File: src/rtl/montador_linha_pkg.sv
// Shared widths for the cache-line assembler and its output queue.
package pacote_hardcore;

   localparam int LARGURA_PALAVRA = 64;
   localparam int LARGURA_LINHA   = 512;
   localparam int TAM_ENDERECO    = 2;
   localparam int BATIDAS         = LARGURA_LINHA / LARGURA_PALAVRA;

   // A single-beat line still needs a 1-bit counter so the ports stay legal.
   function automatic int largura_contador(input int batidas);
      return (batidas > 1) ? $clog2(batidas) : 1;
   endfunction

   localparam int LARG_CONTADOR = largura_contador(BATIDAS);

endpackage

File: src/rtl/montador_linha_fifo.sv
// Two-entry line+tag queue; entry 0 is always the head, so the head only
// changes on a pop or on a push into an empty queue.
module fifo_linhas #(
   parameter int LARGURA_LINHA = pacote_hardcore::LARGURA_LINHA,
   parameter int TAM_ENDERECO  = pacote_hardcore::TAM_ENDERECO
) (
   input  logic                     clk,
   input  logic                     reset,
   input  logic                     i_push,
   input  logic [LARGURA_LINHA-1:0] i_linha,
   input  logic [TAM_ENDERECO-1:0]  i_tag,
   input  logic                     i_pop,
   output logic [LARGURA_LINHA-1:0] o_linha,
   output logic [TAM_ENDERECO-1:0]  o_tag,
   output logic                     o_valida,
   output logic [1:0]               o_ocupacao
);

   logic [LARGURA_LINHA-1:0] r_linha [0:1];
   logic [TAM_ENDERECO-1:0]  r_tag   [0:1];
   logic [1:0]               r_ocup;

   logic w_push;
   logic w_pop;

   assign w_pop  = i_pop && (r_ocup != 2'd0);
   assign w_push = i_push && ((r_ocup != 2'd2) || w_pop);

   always_ff @(posedge clk) begin
      if (reset) begin
         r_ocup <= 2'd0;
         for (int i = 0; i < 2; i++) begin
            r_linha[i] <= '0;
            r_tag[i]   <= '0;
         end
      end else begin
         case ({w_push, w_pop})
            2'b10: begin
               if (r_ocup == 2'd0) begin
                  r_linha[0] <= i_linha;
                  r_tag[0]   <= i_tag;
               end else begin
                  r_linha[1] <= i_linha;
                  r_tag[1]   <= i_tag;
               end
               r_ocup <= r_ocup + 2'd1;
            end
            2'b01: begin
               r_linha[0] <= r_linha[1];
               r_tag[0]   <= r_tag[1];
               r_ocup     <= r_ocup - 2'd1;
            end
            2'b11: begin
               // Occupancy unchanged: shift the tail forward when full.
               if (r_ocup == 2'd2) begin
                  r_linha[0] <= r_linha[1];
                  r_tag[0]   <= r_tag[1];
                  r_linha[1] <= i_linha;
                  r_tag[1]   <= i_tag;
               end else begin
                  r_linha[0] <= i_linha;
                  r_tag[0]   <= i_tag;
               end
            end
            default: ;
         endcase
      end
   end

   assign o_linha    = r_linha[0];
   assign o_tag      = r_tag[0];
   assign o_valida   = (r_ocup != 2'd0);
   assign o_ocupacao = r_ocup;

endmodule

File: src/rtl/montador_linha.sv
// Assembles BATIDAS beats into one cache line and queues it for the consumer.
// Optional sticky tag-mismatch flag under macro ERRO_ENDERECO_EN.
module montador_linha
   import pacote_hardcore::largura_contador;
#(
   parameter int LARGURA_PALAVRA = pacote_hardcore::LARGURA_PALAVRA,
   parameter int LARGURA_LINHA   = pacote_hardcore::LARGURA_LINHA,
   parameter int TAM_ENDERECO    = pacote_hardcore::TAM_ENDERECO
) (
   input  logic                       clk,
   input  logic                       reset,
   input  logic [LARGURA_PALAVRA-1:0] palavra_in,
   input  logic [TAM_ENDERECO-1:0]    endereco_in,
   input  logic                       valida_in,
   output logic                       pronto_out,
   output logic [LARGURA_LINHA-1:0]   linha_cache,
   output logic [TAM_ENDERECO-1:0]    endereco,
   output logic                       linha_valida,
   input  logic                       consumidor_pronto
`ifdef ERRO_ENDERECO_EN
   ,
   output logic                       erro_endereco
`endif
);

   localparam int N_BATIDAS = LARGURA_LINHA / LARGURA_PALAVRA;
   localparam int LC        = largura_contador(N_BATIDAS);
   localparam logic [LC-1:0] ULTIMA = LC'(N_BATIDAS - 1);

   logic [LC-1:0]            r_cont;
   logic [LARGURA_LINHA-1:0] r_linha;
   logic [TAM_ENDERECO-1:0]  r_tag;

   logic                     w_aceita;
   logic                     w_ultima;
   logic                     w_push;
   logic                     w_pop;
   logic [TAM_ENDERECO-1:0]  w_tag;
   logic [LARGURA_LINHA-1:0] w_linha;
   logic [1:0]               w_ocup;

   assign w_ultima   = (r_cont == ULTIMA);
   // Only registered state feeds ready, so a same-cycle pop cannot open it.
   assign pronto_out = !((w_ocup == 2'd2) && w_ultima);
   assign w_aceita   = valida_in && pronto_out;
   assign w_push     = w_aceita && w_ultima;
   assign w_pop      = linha_valida && consumidor_pronto;
   assign w_tag      = (r_cont == '0) ? endereco_in : r_tag;

   for (genvar gi = 0; gi < N_BATIDAS; gi++) begin : g_fatia
      assign w_linha[gi*LARGURA_PALAVRA +: LARGURA_PALAVRA] =
         (r_cont == LC'(gi)) ? palavra_in
                             : r_linha[gi*LARGURA_PALAVRA +: LARGURA_PALAVRA];
   end

   always_ff @(posedge clk) begin
      if (reset) begin
         r_cont  <= '0;
         r_linha <= '0;
         r_tag   <= '0;
      end else if (w_aceita) begin
         r_linha <= w_linha;
         if (r_cont == '0)
            r_tag <= endereco_in;
         r_cont <= w_ultima ? '0 : r_cont + 1'b1;
      end
   end

   fifo_linhas #(
      .LARGURA_LINHA (LARGURA_LINHA),
      .TAM_ENDERECO  (TAM_ENDERECO)
   ) u_fifo (
      .clk        (clk),
      .reset      (reset),
      .i_push     (w_push),
      .i_linha    (w_linha),
      .i_tag      (w_tag),
      .i_pop      (w_pop),
      .o_linha    (linha_cache),
      .o_tag      (endereco),
      .o_valida   (linha_valida),
      .o_ocupacao (w_ocup)
   );

`ifdef ERRO_ENDERECO_EN
   logic r_erro;

   always_ff @(posedge clk) begin
      if (reset)
         r_erro <= 1'b0;
      else if (w_aceita && (r_cont != '0) && (endereco_in != r_tag))
         r_erro <= 1'b1;
   end

   assign erro_endereco = r_erro;
`endif

endmodule

File: config.mk
export PLATFORM = sky130hd
export DESIGN_NAME = montador_linha
export DESIGN_NICKNAME = d
export VERILOG_FILES = /design/src/rtl/montador_linha_pkg.sv /design/src/rtl/montador_linha_fifo.sv /design/src/rtl/montador_linha.sv
export SDC_FILE = /design/constraint.sdc
export NUM_CORES = 2
export LEC_CHECK = 0
export CORE_MARGIN = 5
export CORE_UTILIZATION = 57
export DETAILED_ROUTE_END_ITERATION = 8
export PLACE_DENSITY = 0.88
export SYNTH_ARGS = -nofsm -noshare
export SYNTH_HDL_FRONTEND = slang
export SYNTH_SLANG_ARGS = --single-unit
File: constraint.sdc
create_clock -name clk -period 61.6 [get_ports clk]
set_clock_uncertainty 0.1 [all_clocks]
set_input_delay 9.24 -clock clk [delete_from_list [all_inputs] [get_ports clk]]
set_output_delay 9.24 -clock clk [all_outputs]
set_load 0.02 [all_outputs]
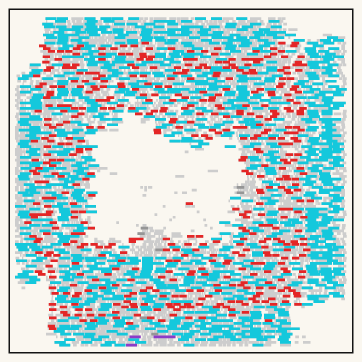
*Sequential cells grouped by signal name*
Drawn at 1 px/µm.
purple -> `u_fifo.r_tag`  # flops 4, where south
red -> `r_linha`  # flops 512, where spread over the die
cyan -> `u_fifo.r_linha`  # flops 1024, where spread over the die

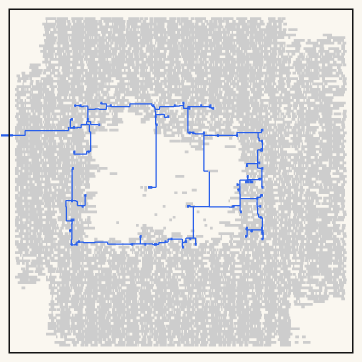
*I/O nets highlighted*
Drawn at 1 px/µm.
blue -> `reset`  # bits 1, direction input, edge west, end cells 72, buffers 2, wire 1300 µm
top-level I/O count: 586
buffers added on ports: 585

==> run notes <==
Implementation results.

The count of flip-flops and latches is 1547. The register with the most flip-flops in the layout has 1024 of them. Summing all flip-flop and latch instances after layout gives 41300 µm².

The register with the highest flop count is u_fifo.r_linha. The area share of the largest cell type after synthesis is 49.2%. After synthesis, the cell types taking the most area are sky130_fd_sc_hd__edfxtp_1, sky130_fd_sc_hd__dfxtp_1, sky130_fd_sc_hd__mux2i_1. Global routing consumed, on the met3 layer, 6.14% of the routing resources. The net count after synthesis is 4830. As reported, the later end of the worst-skew pair has a clock insertion delay of 0.77 ns. The worst-case reg-to-reg path depth is 11. The per-instance average area after synthesis is 13.2 µm². After synthesis, the netlist uses 33 different library cells.

The met2 track demand over resource in global routing is 46.9%. The number of warnings reported in the yosys synthesis log is 0. The flow ran to the end, and the final reports show no timing, DRC or antenna violations. In the layout the commonest cells are sky130_fd_sc_hd__edfxtp_1, sky130_fd_sc_hd__mux2i_1, sky130_fd_sc_hd__clkdlybuf4s50_1. The worst hold path terminates at r_linha[97]. For the pin with the worst max-slew slack, the measured transition is 1.25 ns. The highest clock rate is 64.1 MHz. Per the GRT log, the top usage layer is met2.

The largest net degree at the start of global routing is 235. Per the summary, power density relative to cell area is 30.0 nW/µm². The number of vias per cell after detailed routing is 6.28.

The overall track demand over capacity in global routing is 29.7%. The complex-gate fraction of the synthesized area is 8.33%. The routed length per instance is 26.7 µm. The power report shows net switching accounting for 23.3% of the total.

Setup repair after global routing left no endpoint under its margin. The most used flip-flop cell after synthesis is sky130_fd_sc_hd__edfxtp_1. The number of non-clock inverters in the layout is 10.

The power dissipated in sequential cells is 1.15 mW. Counting flops with a built-in enable in the synthesized netlist gives 1028. Cells fill 67.8% of the core in the end. The data required time reported for the critical path is 62.09 ns.

After synthesis the netlist holds a flip-flop and latch count of 1547.
-- worst max-delay path: stages --
cell	delay, ns
sky130_fd_sc_hd__clkdlybuf4s50_1	0.98
sky130_fd_sc_hd__and2_4	0.90
sky130_fd_sc_hd__nand2_1	0.18
sky130_fd_sc_hd__inv_1	0.14
sky130_fd_sc_hd__ha_1	0.32
sky130_fd_sc_hd__and3b_1	0.30
sky130_fd_sc_hd__o21a_4	0.69
sky130_fd_sc_hd__buf_12	0.62
sky130_fd_sc_hd__buf_4	0.96
sky130_fd_sc_hd__buf_4	0.91
sky130_fd_sc_hd__o2bb2ai_1	0.21
Power is estimated from default activity; no workload was simulated.
